$ cat config.mk
export PLATFORM = sky130hd
export DESIGN_NAME = led_scan_decoder
export DESIGN_NICKNAME = d
export VERILOG_FILES = /design/src/rtl/led_scan_decoder.sv
export SDC_FILE = /design/constraint.sdc
export NUM_CORES = 1
export LEC_CHECK = 0
export ABC_AREA = 1
export CORE_MARGIN = 2
export CORE_UTILIZATION = 30
export CTS_CLUSTER_DIAMETER = 30
export CTS_CLUSTER_SIZE = 12
export DETAILED_ROUTE_END_ITERATION = 10
export GPL_ROUTABILITY_DRIVEN = 0
export HOLD_SLACK_MARGIN = 0.08
export SYNTH_ARGS = -nofsm -noshare
export SYNTH_HDL_FRONTEND = slang
export SYNTH_SLANG_ARGS = --single-unit
$ cat constraint.sdc
create_clock -name clk -period 3.45 [get_ports clk]
set_input_delay 0.69 -clock clk [delete_from_list [all_inputs] [get_ports clk]]
set_output_delay 0.69 -clock clk [all_outputs]
set_load 0.01 [all_outputs]
$ cat src/rtl/led_scan_decoder.sv
// ---------------------------------------------------------------------------
// led_scan_decoder
//
// Receive-side monitor for a multiplexed 6-digit LED clock display. Samples
// the shared segment bus and the per-digit enable mask, waits for each scan
// dwell to settle, decodes the lit glyph back to BCD and reassembles complete
// HH-MM-SS frames. A frame is committed when a position that was already
// captured in the current frame is captured again.
//
// Parameters:
//   SETTLE_CYCLES  cycles mask+segments must hold before a capture (1..255)
//   STABLE_FRAMES  identical error-free commits needed for 'stable' (1..15)
//
// Optional feature macro:
//   LED_SCAN_DECODER_ALT_GLYPHS_EN  accept alternate 6/7/9 glyph shapes
//
// Ports:
//   clk                      rising-edge clock
//   reset                    synchronous, active-high
//   display_led_segments     [7:1] = abcdefg, [0] = dp (ignored), 1 = lit
//   display_led_enable_mask  one bit per position, 5 = hours tens
//   time_bcd                 committed frame, nibble i = position i
//   blank_mask               1 = position not lit during the last frame
//   frame_strobe             one-cycle pulse on each commit
//   glyph_error              one-cycle pulse with frame_strobe if frame bad
//   stable                   last STABLE_FRAMES commits identical and clean
// ---------------------------------------------------------------------------
module led_scan_decoder #(
  parameter int SETTLE_CYCLES = 4,
  parameter int STABLE_FRAMES = 3
) (
  input  logic        clk,
  input  logic        reset,
  input  logic [7:0]  display_led_segments,
  input  logic [5:0]  display_led_enable_mask,
  output logic [23:0] time_bcd,
  output logic [5:0]  blank_mask,
  output logic        frame_strobe,
  output logic        glyph_error,
  output logic        stable
);

  localparam logic [7:0] SETTLE_C = 8'(SETTLE_CYCLES);
  localparam logic [3:0] STABLE_C = 4'(STABLE_FRAMES);

  // Returns {error, nibble}; the all-off pattern is handled by the caller.
  function automatic logic [4:0] decode_glyph(input logic [6:0] g);
    logic [4:0] r;
    case (g)
      7'h7E:   r = 5'h00;
      7'h30:   r = 5'h01;
      7'h6D:   r = 5'h02;
      7'h79:   r = 5'h03;
      7'h33:   r = 5'h04;
      7'h5B:   r = 5'h05;
      7'h5F:   r = 5'h06;
      7'h70:   r = 5'h07;
      7'h7F:   r = 5'h08;
      7'h7B:   r = 5'h09;
`ifdef LED_SCAN_DECODER_ALT_GLYPHS_EN
      7'h1F:   r = 5'h06;
      7'h72:   r = 5'h07;
      7'h73:   r = 5'h09;
`endif
      default: r = 5'h1F;
    endcase
    return r;
  endfunction

  // Returns {exactly_one_hot, index_of_highest_set_bit}.
  function automatic logic [3:0] onehot_pos(input logic [5:0] m);
    logic [2:0] ones;
    logic [2:0] pos;
    ones = 3'd0;
    pos  = 3'd0;
    for (int i = 0; i < 6; i++) begin
      ones = ones + {2'b00, m[i]};
      if (m[i]) begin
        pos = 3'(i);
      end else begin
        pos = pos;
      end
    end
    return {(ones == 3'd1), pos};
  endfunction

  logic [7:0]  seg_r;        // dp forced to 0 so it never counts as a change
  logic [5:0]  mask_r;
  logic [7:0]  settle_r;
  logic        cap_r;
  logic [23:0] buf_r;
  logic [5:0]  seen_r;
  logic [5:0]  dark_r;       // captured positions whose glyph was all-off
  logic        err_r;
  logic [3:0]  frame_cnt_r;

  logic        in_change_s;
  logic [3:0]  hot_s;
  logic [4:0]  dec_s;
  logic        is_blank_s;
  logic [3:0]  cap_nib_s;
  logic        cap_err_s;
  logic [5:0]  pos_bit_s;
  logic        repeat_s;
  logic [23:0] ins_buf_s;
  logic [23:0] seed_buf_s;
  logic [23:0] commit_bcd_s;
  logic [5:0]  commit_blank_s;
  logic [3:0]  next_cnt_s;

  // Change detect, decode of the held digit and next-frame-buffer images
  always_comb begin
    in_change_s = ((display_led_segments & 8'hFE) != seg_r) ||
                  (display_led_enable_mask != mask_r);
    hot_s      = onehot_pos(mask_r);
    dec_s      = decode_glyph(seg_r[7:1]);
    is_blank_s = (seg_r == 8'h00);
    pos_bit_s  = 6'b000001 << hot_s[2:0];
    if (is_blank_s) begin
      cap_nib_s = 4'h0;
    end else begin
      cap_nib_s = dec_s[3:0];
    end
    // A multi-hot mask is an error; a legal mask errs only on a bad glyph.
    if (!hot_s[3]) begin
      cap_err_s = 1'b1;
    end else if (is_blank_s) begin
      cap_err_s = 1'b0;
    end else begin
      cap_err_s = dec_s[4];
    end
    repeat_s = hot_s[3] && ((seen_r & pos_bit_s) != 6'h00);
    for (int i = 0; i < 6; i++) begin
      ins_buf_s[4*i +: 4]    = pos_bit_s[i] ? cap_nib_s : buf_r[4*i +: 4];
      seed_buf_s[4*i +: 4]   = pos_bit_s[i] ? cap_nib_s : 4'h0;
      commit_bcd_s[4*i +: 4] = seen_r[i] ? buf_r[4*i +: 4] : 4'h0;
    end
    commit_blank_s = ~seen_r | dark_r;
    if (({commit_bcd_s, commit_blank_s} == {time_bcd, blank_mask}) && !err_r) begin
      if (frame_cnt_r == STABLE_C) begin
        next_cnt_s = frame_cnt_r;
      end else begin
        next_cnt_s = frame_cnt_r + 4'd1;
      end
    end else if (err_r) begin
      next_cnt_s = 4'd0;
    end else begin
      next_cnt_s = 4'd1;
    end
  end

  // Input qualifier: one capture pulse per settled dwell, re-armed by change
  always_ff @(posedge clk) begin
    if (reset) begin
      seg_r    <= 8'h00;
      mask_r   <= 6'h00;
      settle_r <= 8'h00;
      cap_r    <= 1'b0;
    end else begin
      seg_r  <= display_led_segments & 8'hFE;
      mask_r <= display_led_enable_mask;
      // The cycle that registers a new value is the first cycle of its dwell.
      if (in_change_s) begin
        settle_r <= 8'd1;
        cap_r    <= (SETTLE_C == 8'd1);
      end else if (settle_r != SETTLE_C) begin
        settle_r <= settle_r + 8'd1;
        cap_r    <= ((settle_r + 8'd1) == SETTLE_C);
      end else begin
        cap_r <= 1'b0;
      end
    end
  end

  // Frame assembly, commit on repeated position, stability tracking
  always_ff @(posedge clk) begin
    if (reset) begin
      buf_r        <= 24'h000000;
      seen_r       <= 6'h00;
      dark_r       <= 6'h00;
      err_r        <= 1'b0;
      frame_cnt_r  <= 4'd0;
      time_bcd     <= 24'h000000;
      blank_mask   <= 6'h3F;
      frame_strobe <= 1'b0;
      glyph_error  <= 1'b0;
      stable       <= 1'b0;
    end else begin
      frame_strobe <= 1'b0;
      glyph_error  <= 1'b0;
      if (cap_r && (mask_r != 6'h00)) begin
        if (repeat_s) begin
          time_bcd     <= commit_bcd_s;
          blank_mask   <= commit_blank_s;
          frame_strobe <= 1'b1;
          glyph_error  <= err_r;
          frame_cnt_r  <= next_cnt_s;
          stable       <= (next_cnt_s == STABLE_C);
          // The triggering capture, and its error, open the new frame.
          buf_r        <= seed_buf_s;
          seen_r       <= pos_bit_s;
          dark_r       <= is_blank_s ? pos_bit_s : 6'h00;
          err_r        <= cap_err_s;
        end else if (hot_s[3]) begin
          buf_r  <= ins_buf_s;
          seen_r <= seen_r | pos_bit_s;
          dark_r <= dark_r | (is_blank_s ? pos_bit_s : 6'h00);
          err_r  <= err_r | cap_err_s;
        end else begin
          err_r <= 1'b1;
        end
      end
    end
  end

endmodule
**Run 1: gate families picked out**

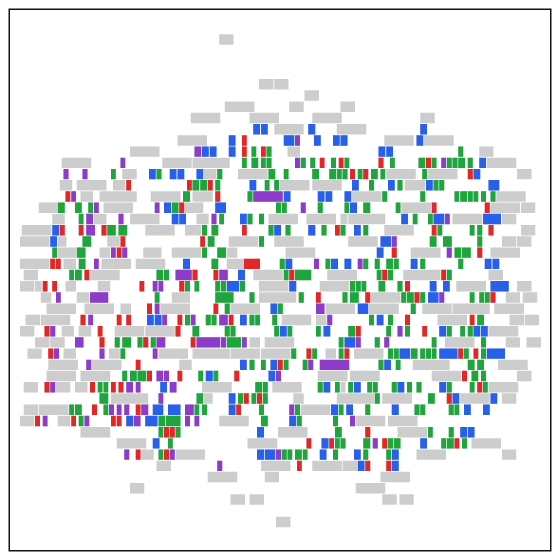
NOR gates -> purple  # cells 78, most used nor2_1
inverting AOI/OAI gates -> blue  # cells 112, most used a21oi_1
inverters -> red  # cells 103, most used inv_1
NAND gates -> green  # cells 254, most used nand2_1
multi-input gate share of total cell area: 40.7%
top logic cell by instance count in the layout: sky130_fd_sc_hd__nand2_1
post-route non-filler standard cell count: 963

**Run 1: sequential cells grouped by signal name**

Bar = 50 um. Other sequential cells in the stronger gray, the rest of the logic in the fainter gray.
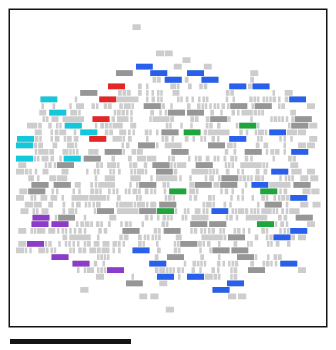
seg_r -> purple  # placed flops 7, where lower left
frame_cnt_r -> red  # placed flops 4
dark_r -> green  # placed flops 6
time_bcd -> blue  # placed flops 24
settle_r -> cyan  # placed flops 8, where middle left
not colored = 47
Seq. cell area: 0.00192 sq mm
utilization of the core after routing: 37.0%
register fraction of the total cell area: 32.8%
power drawn by the sequential cells: 1.13 mW

**Run 1: metal layers overlaid**

Only two layers are drawn.
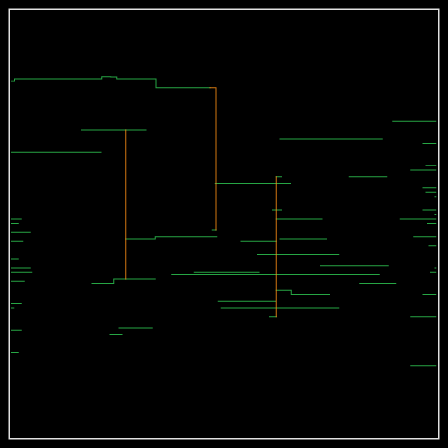
met4 -> orange  # wire length 134 um
met3 -> green  # wire length 622 um
overall via count from detail_route: 4303
final routed wire length divided by cell count: 12.5 um
WL final: 12000 um

**Run 1: routing congestion**

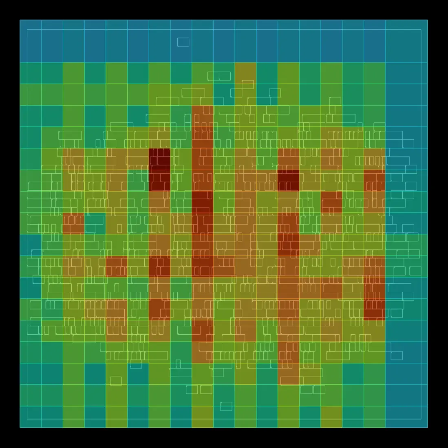
fraction of met2 tracks used by global routing: 23.8%
met3 capacity usage during global routing: 3.14%

==> summary.txt, run 1 <==
Figures from the implementation reports.

- The leakage power of the design is 2.33 nW.
- The Yosys warning count reads 0.
- The root buffer cell reads sky130_fd_sc_hd__clkbuf_16.
- The number of enable flip-flop cells is 0.
- Setup repair after global routing left no endpoint under its margin.
- The number of hold violations in the final report is 0.
- The overall die area is 0.0171 sq mm.
- The number of combinational gates with multiple inputs reads 473.
- The timing-limited maximum frequency reads 0.312 GHz.
- Sorting the Yosys area breakdown by cell type puts at the top sky130_fd_sc_hd__dfxtp_1.
- Of the total power, combinational logic draws 5.6%.
- The width of the die is 131 um.
- Looking at the VDD voltage map, the peak drop is 0.232 mV.
- The H-tree was split into 3 levels.
- Yosys attributes the largest share of cell area to sky130_fd_sc_hd__dfxtp_1 (40%), sky130_fd_sc_hd__nand2_1 (15%), sky130_fd_sc_hd__inv_1 (7.8%).
- The sequential cell count reads 96.
- The clock-cell share of area reads 4.87%.
- Per the post-synthesis report, the number of cells in the design is 697.
- The total of hold buffers inserted after clock tree synthesis reads 0.
- The number of stages on the worst setup path is 15.
- The number of cells in Yosys stat is 697.
- The final setup TNS is 0 ns.
- The clock transition time at the flip-flop clock pins of the worst setup and hold paths reads 0.07 ns.
- For this run, the leading register cell type out of synthesis is sky130_fd_sc_hd__dfxtp_1.
- The buffers plus inverters on the worst setup path reads 4.
- The proportion of register bits with asynchronous set or reset after synthesis is 0%.
- The portion of the post-synthesis area used by sequential elements reads 39.8%.
- The number of DRC markers after the initial detailed-route iteration is 206.
- The post-CTS resize count is 0.
- The tally of nets with antenna violations remaining after routing is 0.
- The pin count of the biggest net entering global routing is 57.
- The number of violations of the max-capacitance limit reads 0.
- The sequential cell fraction of total power is 50.7%.
- The final number of setup-violating endpoints reads 0.
- The number of clock sinks seen by CTS reads 96.
- The via count normalized by instance count reads 4.47.
- The flow ran to the end, and the final reports show no timing, DRC or antenna violations.
- The cell repeated most along the worst path is sky130_fd_sc_hd__fa_1.
- The area share of the leading cell type in the synthesized netlist reads 39.8%.
- Checking hold timing, the worst path is listed with class reg2reg.
- The port buffer count is 47.
- The highest net fanout along the worst path reads 19.
- The cell group occupying the most layout area is multi-input combinational cells.
- The number of global-route vias before repair came to 4051.
- The post-detailed-placement half-perimeter wirelength reads 8550 um.
[run 1: cells by family after synthesis]
group,count (synthesis),share of synthesized area (%)
muxes,1,0.233
buffers and inverters,128,11.2
AOI/OAI and AO/OA,112,13.0
and+or+nand+nor,334,29.9
adders and majority gates,8,2.54
DFF,96,39.8
xor gates and xnor gates,18,3.26
[run 1: power by group through the flow]
stage / sequential [mW] / clock [mW] / combinational, mW
after floorplan: 1.15 / 0 / 0.0799
after global placement: 1.15 / 0 / 0.123
after detailed placement: 1.15 / 0 / 0.125
after CTS: 1.13 / 1.00 / 0.126
after global routing: 1.13 / 1.04 / 0.143
final: 1.13 / 0.971 / 0.125
[run 1: routing by layer]
metal | global-route usage [%] | wire (um)
met2 | 23.8 | 5400
met4 | 4.44 | 133
met5 | 0 | 0
met3 | 3.14 | 621
met1 | 20.3 | 5860
## Run 2: what changed since run 1
CAP_MARGIN = 20   (was unset)
CELL_PAD_IN_SITES_DETAIL_PLACEMENT = 1   (was unset)
CELL_PAD_IN_SITES_GLOBAL_PLACEMENT = 2   (was unset)
PLACE_DENSITY_LB_ADDON = 0.1   (was unset)
**Run 2: sequential cells grouped by signal name**

Bar = 50 um. Other sequential cells in the stronger gray, the rest of the logic in the fainter gray.
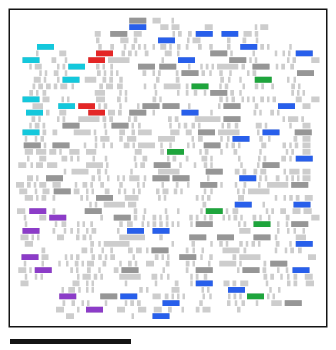
frame_cnt_r -> red  # placed flops 4, where upper left
seg_r -> purple  # placed flops 7, where lower left
dark_r -> green  # placed flops 6
settle_r -> cyan  # placed flops 8, where upper left
time_bcd -> blue  # placed flops 24

==> run 2 against run 1 <==
Register-to-register slack about the same. Cell count is 0.10% higher. Setup slack worse by 0.0049 ns. Critical path type unchanged. Sequential power barely moved. Via count rose by 5.7%. First-iteration DRC count down 18%. Worst hold slack got worse by 0.00082 ns. Synthesized cell count stayed put. Clock-buffer cell count decreased by 1. Design area rose by 1.8%.
==> summary.txt, run 2 <==
Figures from the implementation reports.

- The run finished with clean final reports.
- The sequential cell area was 0.00192 sq mm (unchanged).
- The sequential group power reads 1.13 mW (about the same).
- The worst IR drop on VDD reads 0.234 mV (+0.73%).
- The buffers plus inverters on the worst setup path came to 4 (unchanged).
- The instance count of the mapped netlist is 697 (unchanged).
- The total number of vias is 4549 (+5.7%).
- The detailed route wirelength on metal3 is 427 um (-31%).
- The via count normalized by instance count is 4.72 (+5.6%).
- The total of hold buffers inserted after clock tree synthesis reads 0 (unchanged).
- The width of the die is 131 um (unchanged).
- The pin count of the biggest net entering global routing reads 57 (unchanged).
- The clock transition time at the flip-flop clock pins of the worst setup and hold paths is 0.07 ns (about the same).
- Setup repair after global routing left no endpoint under its margin.
- The number of hold violations in the final report is 0 (unchanged).
- The sequential cell count is 96 (unchanged).
- In the post-synthesis netlist, the biggest area contributors are sky130_fd_sc_hd__dfxtp_1 (40%), sky130_fd_sc_hd__nand2_1 (15%), sky130_fd_sc_hd__inv_1 (7.8%).
- The post-synthesis xor/xnor area fraction reads 3.26% (unchanged).
- The met3 layer usage reported by global route is 2.36% (-0.77 points).
- The leading register cell type out of synthesis is sky130_fd_sc_hd__dfxtp_1.
- The routed wire length is 14400 um (+20%).
- The area fraction in full adders, half adders and majority gates is 2.54% (unchanged).
- The port buffer count is 47 (unchanged).
- The most numerous cell type found on the critical path is sky130_fd_sc_hd__fa_1.
- The number of clock sinks seen by CTS is 96 (unchanged).
- The tally of nets with antenna violations remaining after routing is 0 (unchanged).
- The overall die area was 0.0171 sq mm (unchanged).
- The simple-gate portion of the synthesized area reads 29.9% (unchanged).
- The global routing met1 resource utilization was 22.9% (+2.5 points).
- The post-CTS resize count reads 0 (unchanged).
- The sequential cell fraction of total power reads 45.8% (-4.9 points).
- The highest net fanout along the worst path was 6 (-13).
- The detailed-route wire length per cell reads 14.9 um (+19%).
- The wire length the detailed router placed on met1 reads 6590 um (+13%).
- The area fraction in compound gates after synthesis reads 13.0% (unchanged).
- The timing-limited maximum frequency is 0.312 GHz (-0.15%).
- The global routing's busiest layer reads met2.
- The number of DRC markers after the initial detailed-route iteration reads 169 (-18%).
- The final number of setup-violating endpoints is 0 (unchanged).
- The portion of the post-synthesis area used by sequential elements was 39.8% (unchanged).
**Run 2: gate families picked out**

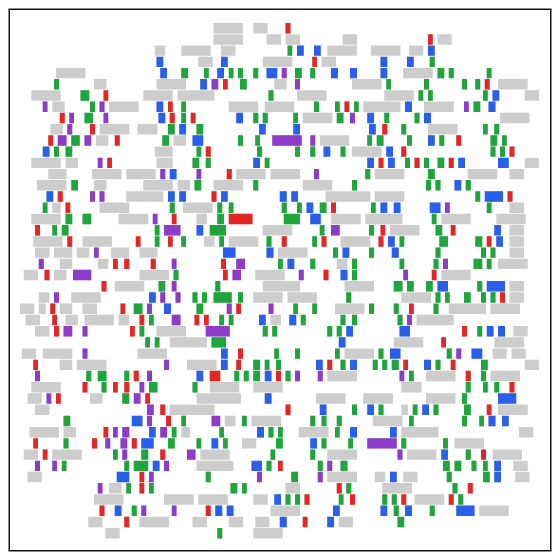
inverting AOI/OAI gates -> blue  # cells 112, most used a21oi_1, where widely spread
NOR gates -> purple  # cells 78, most used nor2_1
inverters -> red  # cells 103, most used inv_1, where widely spread
NAND gates -> green  # cells 254, most used nand2_1, where widely spread

run 2: cell types whose count changed in the layout (fill, tap and decap cells not counted), sizes merged:
| cell | previous run | this run |
|---|---|---|
| buf | 12 | 13 |
| bufinv | 0 | 3 |
| clkbuf | 13 | 12 |
| inv | 103 | 101 |
run 2: path summary, 6_finish.rpt:
kind	from	slack, ns	endpoint	cells past startpoint
max	mask_r[0]$_SDFF_PP0_	0.24	dark_r[4]$_SDFFE_PP0P_	14
min	dark_r[5]$_SDFFE_PP0P_	0.46	dark_r[5]$_SDFFE_PP0P_	2
max reg2reg	mask_r[0]$_SDFF_PP0_	0.24	dark_r[4]$_SDFFE_PP0P_	14
min reg2reg	dark_r[5]$_SDFFE_PP0P_	0.46	dark_r[5]$_SDFFE_PP0P_	2
Power is estimated from default activity; no workload was simulated.
